### config.mk
export PLATFORM = sky130hd
export DESIGN_NAME = dmem_bus_arbiter
export DESIGN_NICKNAME = d
export VERILOG_FILES = /design/src/rtl/dmem_bus_arbiter_pkg.sv /design/src/rtl/dmem_bus_arbiter_decode.sv /design/src/rtl/dmem_bus_arbiter.sv
export SDC_FILE = /design/constraint.sdc
export NUM_CORES = 1
export LEC_CHECK = 0
export ABC_AREA = 1
export CAP_MARGIN = 25
export CORE_AREA = 2 2 129 131
export CTS_CLUSTER_SIZE = 30
export DETAILED_ROUTE_END_ITERATION = 6
export DIE_AREA = 0 0 131 133
export SKIP_CTS_REPAIR_TIMING = 1
export SYNTH_ARGS = -nofsm -noshare
export SYNTH_HDL_FRONTEND = slang
export SYNTH_HIERARCHICAL = 1
export SYNTH_SLANG_ARGS = --single-unit
### constraint.sdc
create_clock -name clk -period 2.6 [get_ports clk]
set_input_delay 0.39 -clock clk [delete_from_list [all_inputs] [get_ports clk]]
set_output_delay 0.39 -clock clk [all_outputs]
set_load 0.005 [all_outputs]
### src/rtl/dmem_bus_arbiter_pkg.sv
// Shared definitions for the data-bus arbiter: owner encoding, the
// peripheral address prefix and a small prefix-match helper.
package dmem_bus_arbiter_pkg;

    // Owner flag encoding; the enum below is the state type of the arbiter FSM.
    localparam logic OWN_CPU = 1'b0;
    localparam logic OWN_DMA = 1'b1;

    typedef enum logic {
        OWNER_CPU = OWN_CPU,
        OWNER_DMA = OWN_DMA
    } owner_e;

    // Value of addr[31:28] that selects the memory-mapped peripheral block.
    localparam logic [3:0] PERIPH_PREFIX = 4'b0100;

    // Width of the burst counter.
    localparam int BURST_W = 8;

    // True when the top address nibble selects the peripheral block.
    function automatic logic is_periph(input logic [3:0] addr_hi,
                                       input logic [3:0] prefix);
        return addr_hi == prefix;
    endfunction

endpackage

### src/rtl/dmem_bus_arbiter_decode.sv
// Combinational slave decode for the shared data bus: address prefix
// decode, write-strobe split and read-data select.
module dmem_bus_decode
    import dmem_bus_arbiter_pkg::*;
#(
    parameter logic [3:0] PREFIX = 4'b0100
) (
    input  logic [3:0]  addr_hi,
    input  logic        wr,
    input  logic [31:0] dm_rdata,
    input  logic [31:0] per_rdata,
    output logic        sel_per,
    output logic        dm_wr,
    output logic        per_wr,
    output logic [31:0] rdata
);

    // Route the write strobe and pick the read word from the addressed slave.
    always_comb begin
        sel_per = is_periph(addr_hi, PREFIX);
        dm_wr   = wr & ~sel_per;
        per_wr  = wr & sel_per;
        rdata   = sel_per ? per_rdata : dm_rdata;
    end

endmodule

### src/rtl/dmem_bus_arbiter.sv
// Two-master arbiter for the CPU data bus (data memory + peripheral block).
// Master 0 is the single-cycle CPU port, master 1 a DMA engine using a
// level req / registered gnt handshake. A registered owner flag steers the
// bus mux; a burst counter bounds how long one master can hold the bus
// while the other is waiting.
// Optional feature: define DMA_PERIPH_GUARD_EN to block DMA accesses to the
// peripheral block and report them with a one-cycle dma_err pulse.
module dmem_bus_arbiter #(
    parameter logic [3:0] PERIPH_PREFIX = dmem_bus_arbiter_pkg::PERIPH_PREFIX,
    parameter int         MAX_BURST     = 8
) (
    input  logic        clk,
    input  logic        reset,
    input  logic        cpu_rd,
    input  logic        cpu_wr,
    input  logic [31:0] cpu_addr,
    input  logic [31:0] cpu_wdata,
    output logic [31:0] cpu_rdata,
    output logic        cpu_stall,
    input  logic        dma_req,
    input  logic        dma_rd,
    input  logic        dma_wr,
    input  logic [31:0] dma_addr,
    input  logic [31:0] dma_wdata,
    output logic [31:0] dma_rdata,
    output logic        dma_gnt,
    output logic        dma_err,
    output logic [31:0] bus_addr,
    output logic [31:0] bus_wdata,
    output logic        bus_rd,
    output logic        dm_wr,
    output logic        per_wr,
    input  logic [31:0] dm_rdata,
    input  logic [31:0] per_rdata
);

    import dmem_bus_arbiter_pkg::*;

    localparam logic [BURST_W-1:0] BURST_LAST = BURST_W'(MAX_BURST - 1);

    owner_e               owner;
    logic [BURST_W-1:0]   burst_cnt;
    logic                 cpu_acc;
    logic                 dma_acc;
    logic                 burst_last;
    logic                 dma_block;
    logic                 bus_wr;
    logic                 sel_per;
    logic [31:0]          rdata;

    assign cpu_acc    = cpu_rd | cpu_wr;
    assign dma_acc    = dma_gnt & dma_req & (dma_rd | dma_wr);
    assign burst_last = (burst_cnt == BURST_LAST);

`ifdef DMA_PERIPH_GUARD_EN
    logic dma_per_hit;

    assign dma_per_hit = dma_acc & is_periph(dma_addr[31:28], PERIPH_PREFIX);
    assign dma_block   = dma_per_hit;

    // Flag a blocked DMA peripheral access in the cycle that follows it.
    always_ff @(posedge clk or negedge reset) begin
        if (!reset) begin
            dma_err <= 1'b0;
        end else begin
            dma_err <= dma_per_hit;
        end
    end
`else
    assign dma_block = 1'b0;
    assign dma_err   = 1'b0;
`endif

    // Bus mux follows the owner flag; an idle DMA owner leaves all strobes low.
    always_comb begin
        bus_addr  = cpu_addr;
        bus_wdata = cpu_wdata;
        bus_rd    = cpu_rd;
        bus_wr    = cpu_wr;
        if (owner == OWNER_DMA) begin
            bus_addr  = dma_addr;
            bus_wdata = dma_wdata;
            bus_rd    = dma_acc & dma_rd & ~dma_block;
            bus_wr    = dma_acc & dma_wr & ~dma_block;
        end
    end

    dmem_bus_decode #(
        .PREFIX(PERIPH_PREFIX)
    ) u_decode (
        .addr_hi  (bus_addr[31:28]),
        .wr       (bus_wr),
        .dm_rdata (dm_rdata),
        .per_rdata(per_rdata),
        .sel_per  (sel_per),
        .dm_wr    (dm_wr),
        .per_wr   (per_wr),
        .rdata    (rdata)
    );

    // Read data goes only to the current owner; a stalled CPU holds its PC.
    always_comb begin
        cpu_rdata = '0;
        dma_rdata = '0;
        cpu_stall = 1'b0;
        if (owner == OWNER_CPU) begin
            cpu_rdata = rdata;
        end else begin
            cpu_stall = cpu_acc;
            if (!(dma_block & sel_per)) begin
                dma_rdata = rdata;
            end
        end
    end

    // Owner FSM with registered grant and burst counter; switches land on cycle edges.
    always_ff @(posedge clk or negedge reset) begin
        if (!reset) begin
            owner     <= OWNER_CPU;
            dma_gnt   <= 1'b0;
            burst_cnt <= '0;
        end else begin
            case (owner)
                OWNER_CPU: begin
                    if (dma_req && (!cpu_acc || burst_last)) begin
                        owner     <= OWNER_DMA;
                        dma_gnt   <= 1'b1;
                        burst_cnt <= '0;
                    end else if (dma_req && cpu_acc) begin
                        burst_cnt <= burst_last ? burst_cnt : burst_cnt + 1'b1;
                    end else begin
                        burst_cnt <= '0;
                    end
                end
                OWNER_DMA: begin
                    if (!dma_req || (cpu_acc && dma_acc && burst_last)) begin
                        owner     <= OWNER_CPU;
                        dma_gnt   <= 1'b0;
                        burst_cnt <= '0;
                    end else if (!cpu_acc) begin
                        burst_cnt <= '0;
                    end else if (dma_acc) begin
                        burst_cnt <= burst_last ? burst_cnt : burst_cnt + 1'b1;
                    end
                end
                default: begin
                    owner     <= OWNER_CPU;
                    dma_gnt   <= 1'b0;
                    burst_cnt <= '0;
                end
            endcase
        end
    end

endmodule

==> results_tabular.tex, run 1 <==
% Synthesis and place-and-route results
\begin{tabular}{lr}
\hline
Metric & Value \\
\hline
\multicolumn{2}{l}{\textbf{Outcome}} \\
\quad Run status & finished, violations left \\
\quad Violations in the final reports & negative setup slack \\
\multicolumn{2}{l}{\textbf{Final timing}} \\
\quad Slew margin rel. & 0.650 \\
\quad Fin crit share & 1.01 \\
\quad Final setup viols & 6 \\
\quad RSZ-0062 raised after global routing & yes \\
\quad Final Critical Period & 2.64 ns \\
\quad Number of hold-slack violations in the final timing report & 0 \\
\quad Worst path setup slack after routing & -0.0380 ns \\
\quad Peak clock frequency supported by timing & 379 MHz \\
\quad Slew Limit Fails & 0 \\
\multicolumn{2}{l}{\textbf{Detailed routing}} \\
\quad Drt via density & between 3 and 4 \\
\quad Initial drt markers & $\sim$160 \\
\quad Initial DRT Pass Iterations & 4 \\
\quad Sum of routed wire length over all layers & 14.2 mm \\
\quad Post-route DRC & 0 \\
\multicolumn{2}{l}{\textbf{Layout}} \\
\quad Largest area class, layout & buffers \\
\quad Multi-input gate share of the layout cell area & 0.287 \\
\quad Fraction of layout cells with a size suffix above 1 & 0.0649 \\
\quad Register area & 254 um2 \\
\quad Final Net Count & 1,094 \\
\quad Count of placed standard cells in the final layout, fillers left out & around 1,100 \\
\quad Final-layout fill cell count & roughly 1,700 \\
\quad Buffer share of cell area & 0.568 \\
\quad Multi-input gates & 434 \\
\quad Logic area & 1890 um2 \\
\multicolumn{2}{l}{\textbf{Synthesis}} \\
\quad Synthesized chip area reported by yosys & 2660 um2 \\
\quad Net Count, Synth & approximately 770 \\
\quad Sequential share of the synthesized area & 0.0939 \\
\quad Registers, synthesis & 10 \\
\multicolumn{2}{l}{\textbf{Floorplanning}} \\
\quad Height of the die & 133 um \\
\quad Die boundary width & around 130 um \\
\quad DIE AREA & between 15,000 and 20,000 um2 \\
\quad Number of placement rows & 47 \\
\multicolumn{2}{l}{\textbf{Min path}} \\
\quad Type of the worst min-delay path & input port to asynchronous set/reset pin \\
\multicolumn{2}{l}{\textbf{Power and ir drop}} \\
\quad Power per standard cell area & 259 nW/um2 \\
\quad Worst supply voltage drop on vdd & 0.204 mV \\
\multicolumn{2}{l}{\textbf{Worst setup path}} \\
\quad Cell Chain, Critical Path & inv\_8 -> nand2\_1 -> nand2\_2 -> nor2\_4 -> buf\_12 -> nand2\_8 -> buf\_4 -> nand2\_1 -> nand2\_1 -> nand2\_1 -> inv\_1 -> clkdlybuf4s50\_1 \\
\quad Highest fanout seen on the critical path & 7 \\
\quad Startpoint-to-endpoint class of the critical path & flop to primary output \\
\quad Crit path capture type & primary output \\
\quad Slowest-stage cell, CP & sky130\_fd\_sc\_hd\_\_dfrtp\_4 \\
\quad Cell type with the highest occurrence count on the critical path & sky130\_fd\_sc\_hd\_\_nand2\_1 \\
\multicolumn{2}{l}{\textbf{Clocking}} \\
\quad Latency at later pin & 0.24 ns \\
\quad CTS tree & built \\
\quad Root buf cell & sky130\_fd\_sc\_hd\_\_clkbuf\_16 \\
\quad Clk sinks & 10 \\
\multicolumn{2}{l}{\textbf{Global route}} \\
\quad Via count of the first global-routing pass & a little under 4,000 \\
\quad Total overflow reported by the global router & 0 \\
\quad Initial antenna violation count & 0 \\
\multicolumn{2}{l}{\textbf{Flow run}} \\
\quad OpenROAD warnings & 27 \\
\multicolumn{2}{l}{\textbf{Place}} \\
\quad Routability-driven placement congestion ratio & between 0.8 and 0.9 \\
\hline
\end{tabular}
[run 1: cells by family (layout without fill, tap and decap cells)]
logic type / after synthesis / after routing / synth area share
compound gates: 12 / 12 / 0.0305
xor+xnor: 4 / 4 / 0.0132
fa+ha+maj: 1 / 1 / 0.00470
buf+inv: 121 / 449 / 0.204
flops: 10 / 10 / 0.0939
other cells: 1 / 1 / 0.00141
simple gates: 416 / 416 / 0.652
[run 1: synth_stat cells (3+ instances only)]
cell type,count,area share
sky130_fd_sc_hd__nand3_1,40,0.075
sky130_fd_sc_hd__nand4_1,4,0.0094
sky130_fd_sc_hd__inv_2,3,0.0042
sky130_fd_sc_hd__buf_6,4,0.017
sky130_fd_sc_hd__nor2_1,45,0.063
sky130_fd_sc_hd__nor2_4,4,0.017
sky130_fd_sc_hd__buf_2,12,0.023
sky130_fd_sc_hd__o21ai_1,3,0.0056
sky130_fd_sc_hd__inv_1,83,0.12
sky130_fd_sc_hd__xor2_1,4,0.013
sky130_fd_sc_hd__dfrtp_1,10,0.094
sky130_fd_sc_hd__o21ai_0,5,0.0094
sky130_fd_sc_hd__nand2_1,311,0.44
sky130_fd_sc_hd__buf_4,7,0.020
sky130_fd_sc_hd__clkbuf_1,8,0.011
[run 1: stage by stage]
step	setup TNS, ns	area, um2
2_1_floorplan	0	2660
3_3_place_gp	-5.47	6220
3_5_place_dp	-5.49	6220
4_1_cts	-15.31	6310
5_1_grt	-1.49	6590
6_report	-0.135	6590
[run 1: per-layer routing]
| metal | part of all wire | vias up | GRT usage | routed length, um |
|---|---|---|---|---|
| li1 | - | 2310 | - | - |
| met4 | 0.0068 | 0 | 0.0165 | 96 |
| met5 | 0 | - | 0 | 0 |
| met2 | 0.50 | 211 | 0.266 | 7050 |
| met1 | 0.40 | 1833 | 0.176 | 5640 |
| met3 | 0.098 | 6 | 0.0319 | 1380 |
[run 1: critical path, delay by kind of cell (launching register included)]
family	cells	cell delay, ns
flops	1	0.54
buf+inv	5	0.93
simple gates	7	0.53
[run 1: power breakdown]
| part | internal (mW) | switching (mW) | total [mW] |
|---|---|---|---|
| clock network | 0.231 | 0.0725 | 0.304 |
| logic | 0.740 | 0.484 | 1.22 |
| registers | 0.166 | 0.0122 | 0.178 |
[run 1: cells in the final DEF, fill, tap and decap left out, drive strengths merged]
master and n:
nand2 315, clkdlybuf4s50 273, inv 87, dlymetal6s2s 58, nor2 50, nand3 43, buf 26, dfrtp 10
o21ai 10, nand4 5, clkbuf 5, xor2 4, nor3 2, a21oi 1, nor3b 1, a21boi 1
ha 1, conb 1
[run 1: registers in the layout, summed over array words and instances (netlist names)]
signal and count:
burst_cnt 8, dma_gnt 1, owner 1
[run 1: worst paths after layout]
| kind | cells after the start | to | slack, ns |
|---|---|---|---|
| worst max-delay path | 12 | dma_rdata[23] | -0.04 |
| worst min-delay path | 1 | dma_gnt | 0.48 |
| worst max register to register | 8 | burst_cnt[0] | 0.66 |
| worst min register to register | 2 | dma_gnt | 0.51 |
| max in group asynchronous | 1 | owner | 1.76 |
| min in group clk | 2 | dma_gnt | 0.51 |
Figure 1. Nets reached from selected ports (run 1).
Scale: 4 px per um.
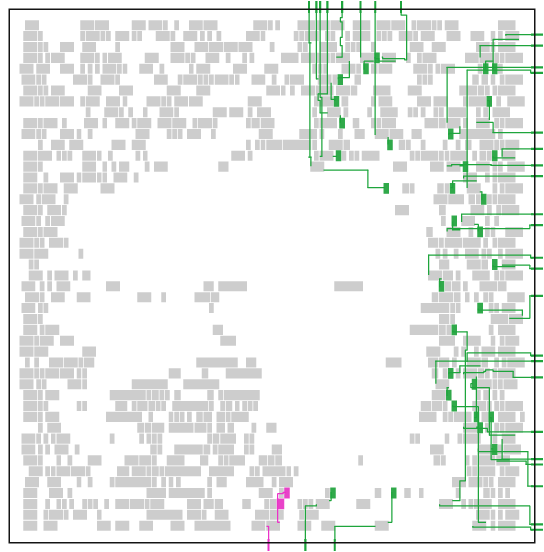
[`dm_rdata`] green | bits: 32 | direction: input | edge: 22 right, 8 top, 2 bottom | end cells: 32 | buffers: 32 | wire: 949 um
[`dma_rd`] magenta | bits: 1 | direction: input | edge: bottom | end cells: 2 | buffers: 1 | wire: 14.0 um
boundary pin count: 333
count of buffers from port buffering: 331

Figure 2. Congestion heat map (run 1).
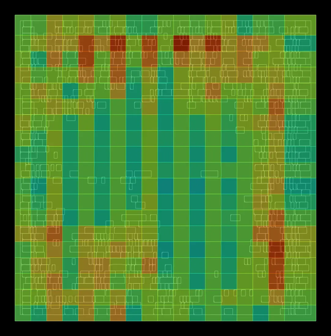
Core Util, Final: 0.407
mean routed wirelength per cell: 12.7 um
global router's overall resource usage: 0.145
routing usage on met1: 0.176

Figure 3. Gate-type map (run 1).
Scale: 3 px per um.
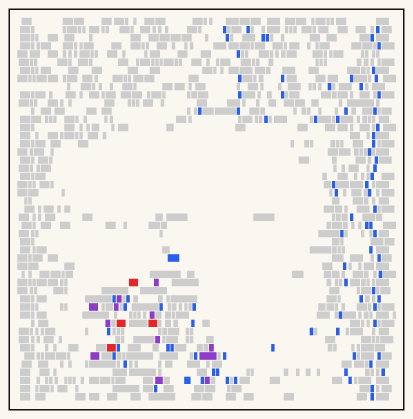
[xor and xnor cells] red | cells: 4 | most used: xor2_1
[inv cells] blue | cells: 87 | most used: inv_1
[aoi and oai cells] purple | cells: 12 | most used: o21ai_0

## Run 2: what changed since run 1
Settings changed: ABC_AREA 1 to 0, CORE_AREA 2 2 129 131 to 2 2 128 130, DIE_AREA 0 0 131 133 to 0 0 130 132, SLEW_MARGIN set to 20.
Clock period 2.6 ns to 3.18 ns, I/O delays scaled along.
Figure 4. Clock network drawn from the DEF (run 2).
Scale: 4 px per um.
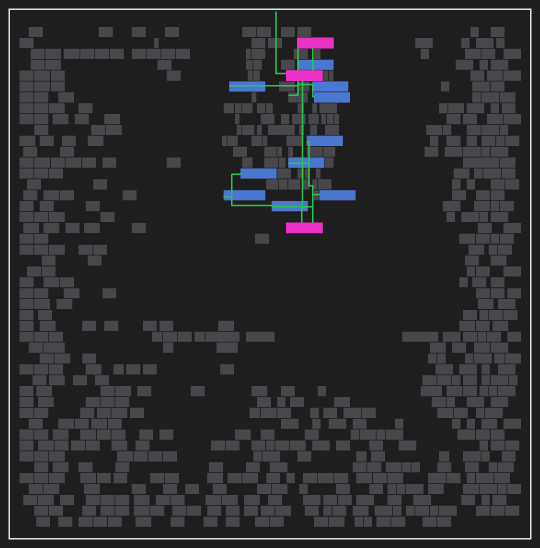
[clock drivers] magenta | count: 3
[flip-flops] blue | count: 10
[clock wires] green | length: 184 um
routed clock nets: 4

Figure 5. Wire density map (run 2).
Scale: 3 px per um. 26 x 26 tiles, from white (low) to dark blue (high), scaled to the fullest tile. Values are wire area over tile area, all layers added.
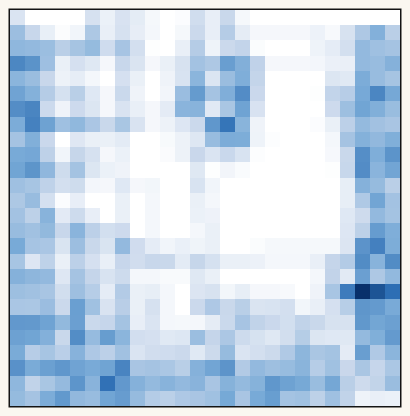
fullest tile: 0.58
mean over tiles: 0.14
emptiest ninth of the die: middle
tiles over half the peak: 11%
nearly empty tiles: 19%
densest ninth of the die: bottom left

==> run 2 against run 1 <==
  * The flow still finishes with violations (negative setup slack)
  * Non-clock buffer count shrank 12
  * Critical path depth down 4
  * First-iteration DRC count down 59%
  * Synthesized area fell by 16%
  * Setup slack lost 0.036 ns
  * Sequential share of layout area rose by 0.28 points
  * Synthesized cell count shrank 56%
  * Global-route usage is 0.22 points higher
  * Clock skew is 0.00077 ns lower
  * Wire length is 2.6% higher
  * Die area decreased by 1.5%
  * Core utilization is 1.7 points lower
  * Largest cell class unchanged
==> results_tabular.tex, run 2 <==
% Synthesis and place-and-route results
\begin{tabular}{lr}
\hline
Metric & Value \\
\hline
\multicolumn{2}{l}{\textbf{Clocking}} \\
\quad Clk sinks & 10 (unchanged) \\
\quad Root buf cell & sky130\_fd\_sc\_hd\_\_clkbuf\_16 (unchanged) \\
\multicolumn{2}{l}{\textbf{Final timing}} \\
\quad RSZ-0062 raised after global routing & yes (unchanged) \\
\quad Final setup viols & 12 (was 6) \\
\quad Slew Limit Fails & 0 (unchanged) \\
\quad Worst path setup slack after routing & -0.0744 ns (was -0.0380 ns) \\
\multicolumn{2}{l}{\textbf{Floorplanning}} \\
\quad DIE AREA & 17,200 um2 (was 17,400 um2) \\
\quad Height of the die & 132 um (was 133 um) \\
\quad Number of placement rows & 46 (was 47) \\
\multicolumn{2}{l}{\textbf{Layout}} \\
\quad Commonest Layout Cell & sky130\_fd\_sc\_hd\_\_clkdlybuf4s50\_1 (was sky130\_fd\_sc\_hd\_\_nand2\_1) \\
\quad Fraction of layout cells with a size suffix above 1 & 0.208 (was 0.0649) \\
\quad Regs by FF count & burst\_cnt x8, dma\_gnt x1, owner x1 (unchanged) \\
\quad Final Net Count & 783 (was 1,094) \\
\multicolumn{2}{l}{\textbf{Power and ir drop}} \\
\quad Gate power share & 0.668 (was 0.718) \\
\quad Power per standard cell area & 194 nW/um2 (was 259 nW/um2) \\
\quad Net Sw Frac & 0.261 (was 0.334) \\
\quad Share of power burned in registers & 0.120 (was 0.104) \\
\quad Switching power & 311 uW (was 569 uW) \\
\multicolumn{2}{l}{\textbf{Worst setup path}} \\
\quad Crit path capture type & primary output (unchanged) \\
\quad Highest fanout seen on the critical path & 8 (was 7) \\
\quad Startpoint-to-endpoint class of the critical path & input port to primary output (was flop to primary output) \\
\multicolumn{2}{l}{\textbf{Synthesis}} \\
\quad Synthesized chip area reported by yosys & 2240 um2 (was 2660 um2) \\
\quad Dominant cell type by area after synthesis & sky130\_fd\_sc\_hd\_\_mux2\_2 (was sky130\_fd\_sc\_hd\_\_nand2\_1) \\
\quad Sequential share of the synthesized area & 0.111 (was 0.0939) \\
\quad Area fraction of the dominant cell type after synthesis & 0.477 (was 0.438) \\
\quad Net Count, Synth & 451 (was 765) \\
\multicolumn{2}{l}{\textbf{Detailed routing}} \\
\quad Mean routed wirelength per cell & 18.2 um (was 12.7 um) \\
\quad Met2 routed wirelength & 7.74 mm (was 7.05 mm) \\
\quad Initial drt markers & 67 (was 162) \\
\quad Met1 routed wirelength after detailed routing & 5.37 mm (was 5.64 mm) \\
\quad Drt via density & 4.01 (was 3.92) \\
\quad Initial DRT Pass Iterations & 4 (unchanged) \\
\multicolumn{2}{l}{\textbf{Outcome}} \\
\quad Violations in the final reports & negative setup slack (unchanged) \\
\quad Run status & finished, violations left (unchanged) \\
\multicolumn{2}{l}{\textbf{Min path}} \\
\quad Type of the worst min-delay path & flop to flop (was input port to asynchronous set/reset pin) \\
\multicolumn{2}{l}{\textbf{Flow run}} \\
\quad OpenROAD warnings & 27 (unchanged) \\
\multicolumn{2}{l}{\textbf{Global route}} \\
\quad Initial antenna violation count & 2 (was 0) \\
\hline
\end{tabular}
Figure 6. Congestion heat map (run 2).
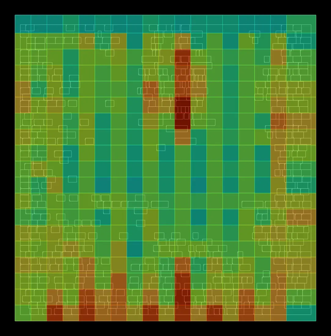
Core Util, Final: 0.391
routing usage on met1: 0.157
global router's overall resource usage: 0.147

## run 2: netlist changes by cell type after synthesis, moves of 3 or more
cell,change
sky130_fd_sc_hd__nand2_1,-305
sky130_fd_sc_hd__mux2_2,+95
sky130_fd_sc_hd__inv_1,-79
sky130_fd_sc_hd__nand3_1,-38
sky130_fd_sc_hd__nor2_1,-35
sky130_fd_sc_hd__nor2b_1,+34
sky130_fd_sc_hd__and2_1,+33
sky130_fd_sc_hd__buf_2,-12
sky130_fd_sc_hd__clkbuf_1,+7
sky130_fd_sc_hd__buf_4,-6
sky130_fd_sc_hd__nor2_4,-4
sky130_fd_sc_hd__inv_2,-3
sky130_fd_sc_hd__xor2_1,-3
## run 2: worst max-delay path: stages
cell and delay [ns]:
sky130_fd_sc_hd__clkdlybuf4s50_1 0.42, sky130_fd_sc_hd__mux2_4 0.30, sky130_fd_sc_hd__nor4b_4 0.28, sky130_fd_sc_hd__buf_6 0.19, sky130_fd_sc_hd__buf_8 0.16, sky130_fd_sc_hd__mux2_2 0.34, sky130_fd_sc_hd__nor2b_1 0.14, sky130_fd_sc_hd__clkdlybuf4s50_1 0.48
## run 2: power groups by stage
stage | Combinational [mW] | Clock [mW] | Sequential, mW
finish | 0.796 | 0.253 | 0.143
global route | 0.850 | 0.266 | 0.143
CTS | 0.802 | 0.259 | 0.142
detailed placement | 0.795 | 0 | 0.144
global placement | 0.792 | 0 | 0.143
floorplan | 0.242 | 0 | 0.139
## run 2: area by class of cell
type / instances / area [um2]
clock buffers: 4 / 88.8
repair buffers: 346 / 3610
flip-flops and latches: 10 / 254
fillers: 1555 / 9580
inverters: 4 / 15.0
well taps: 216 / 270
diodes: 2 / 5.00
multi-input cells: 218 / 1890
## run 2: metal layers
metal,vias to the layer above,global-route usage
met1,1456,0.157
met5,-,0
met2,191,0.285
met4,0,0.0299
met3,6,0.0398
li1,1554,-
## run 2: cell families after synthesis
group	share of synthesized area
other cells	0.00167
simple gates	0.263
buf+inv	0.0502
fa+ha+maj	0.00557
mux	0.491
flops	0.111
compound gates	0.0730
xor+xnor	0.00390
## run 2: worst max path at each step
stage	from	end	slack, ns	depth (start not counted)
after floorplan	owner	dma_rdata[0]	0.19	7
after global placement	cpu_addr[29]	cpu_rdata[1]	-0.1	7
after detailed placement	cpu_addr[29]	cpu_rdata[10]	-0.10	7
after CTS	cpu_addr[29]	cpu_rdata[10]	-0.11	7
after global routing	cpu_addr[28]	cpu_rdata[13]	-0.15	8
final	cpu_addr[28]	cpu_rdata[13]	-0.07	8
## run 2: metrics by stage
| step | instance area [um2] | TNS, ns | hold WS [ns] | std cells |
|---|---|---|---|---|
| 2_1_floorplan | 2240 | 0 | 0.181 | 251 |
| 3_3_place_gp | 5800 | -3.52 | 0.518 | 786 |
| 3_5_place_dp | 5800 | -4.16 | 0.534 | 786 |
| 4_1_cts | 5890 | -4.45 | 0.556 | 790 |
| 5_1_grt | 6140 | -1.31 | 0.591 | 800 |
| 6_report | 6140 | -0.628 | 0.559 | 800 |
No activity file was given, so power comes from the tool's default toggle rates.
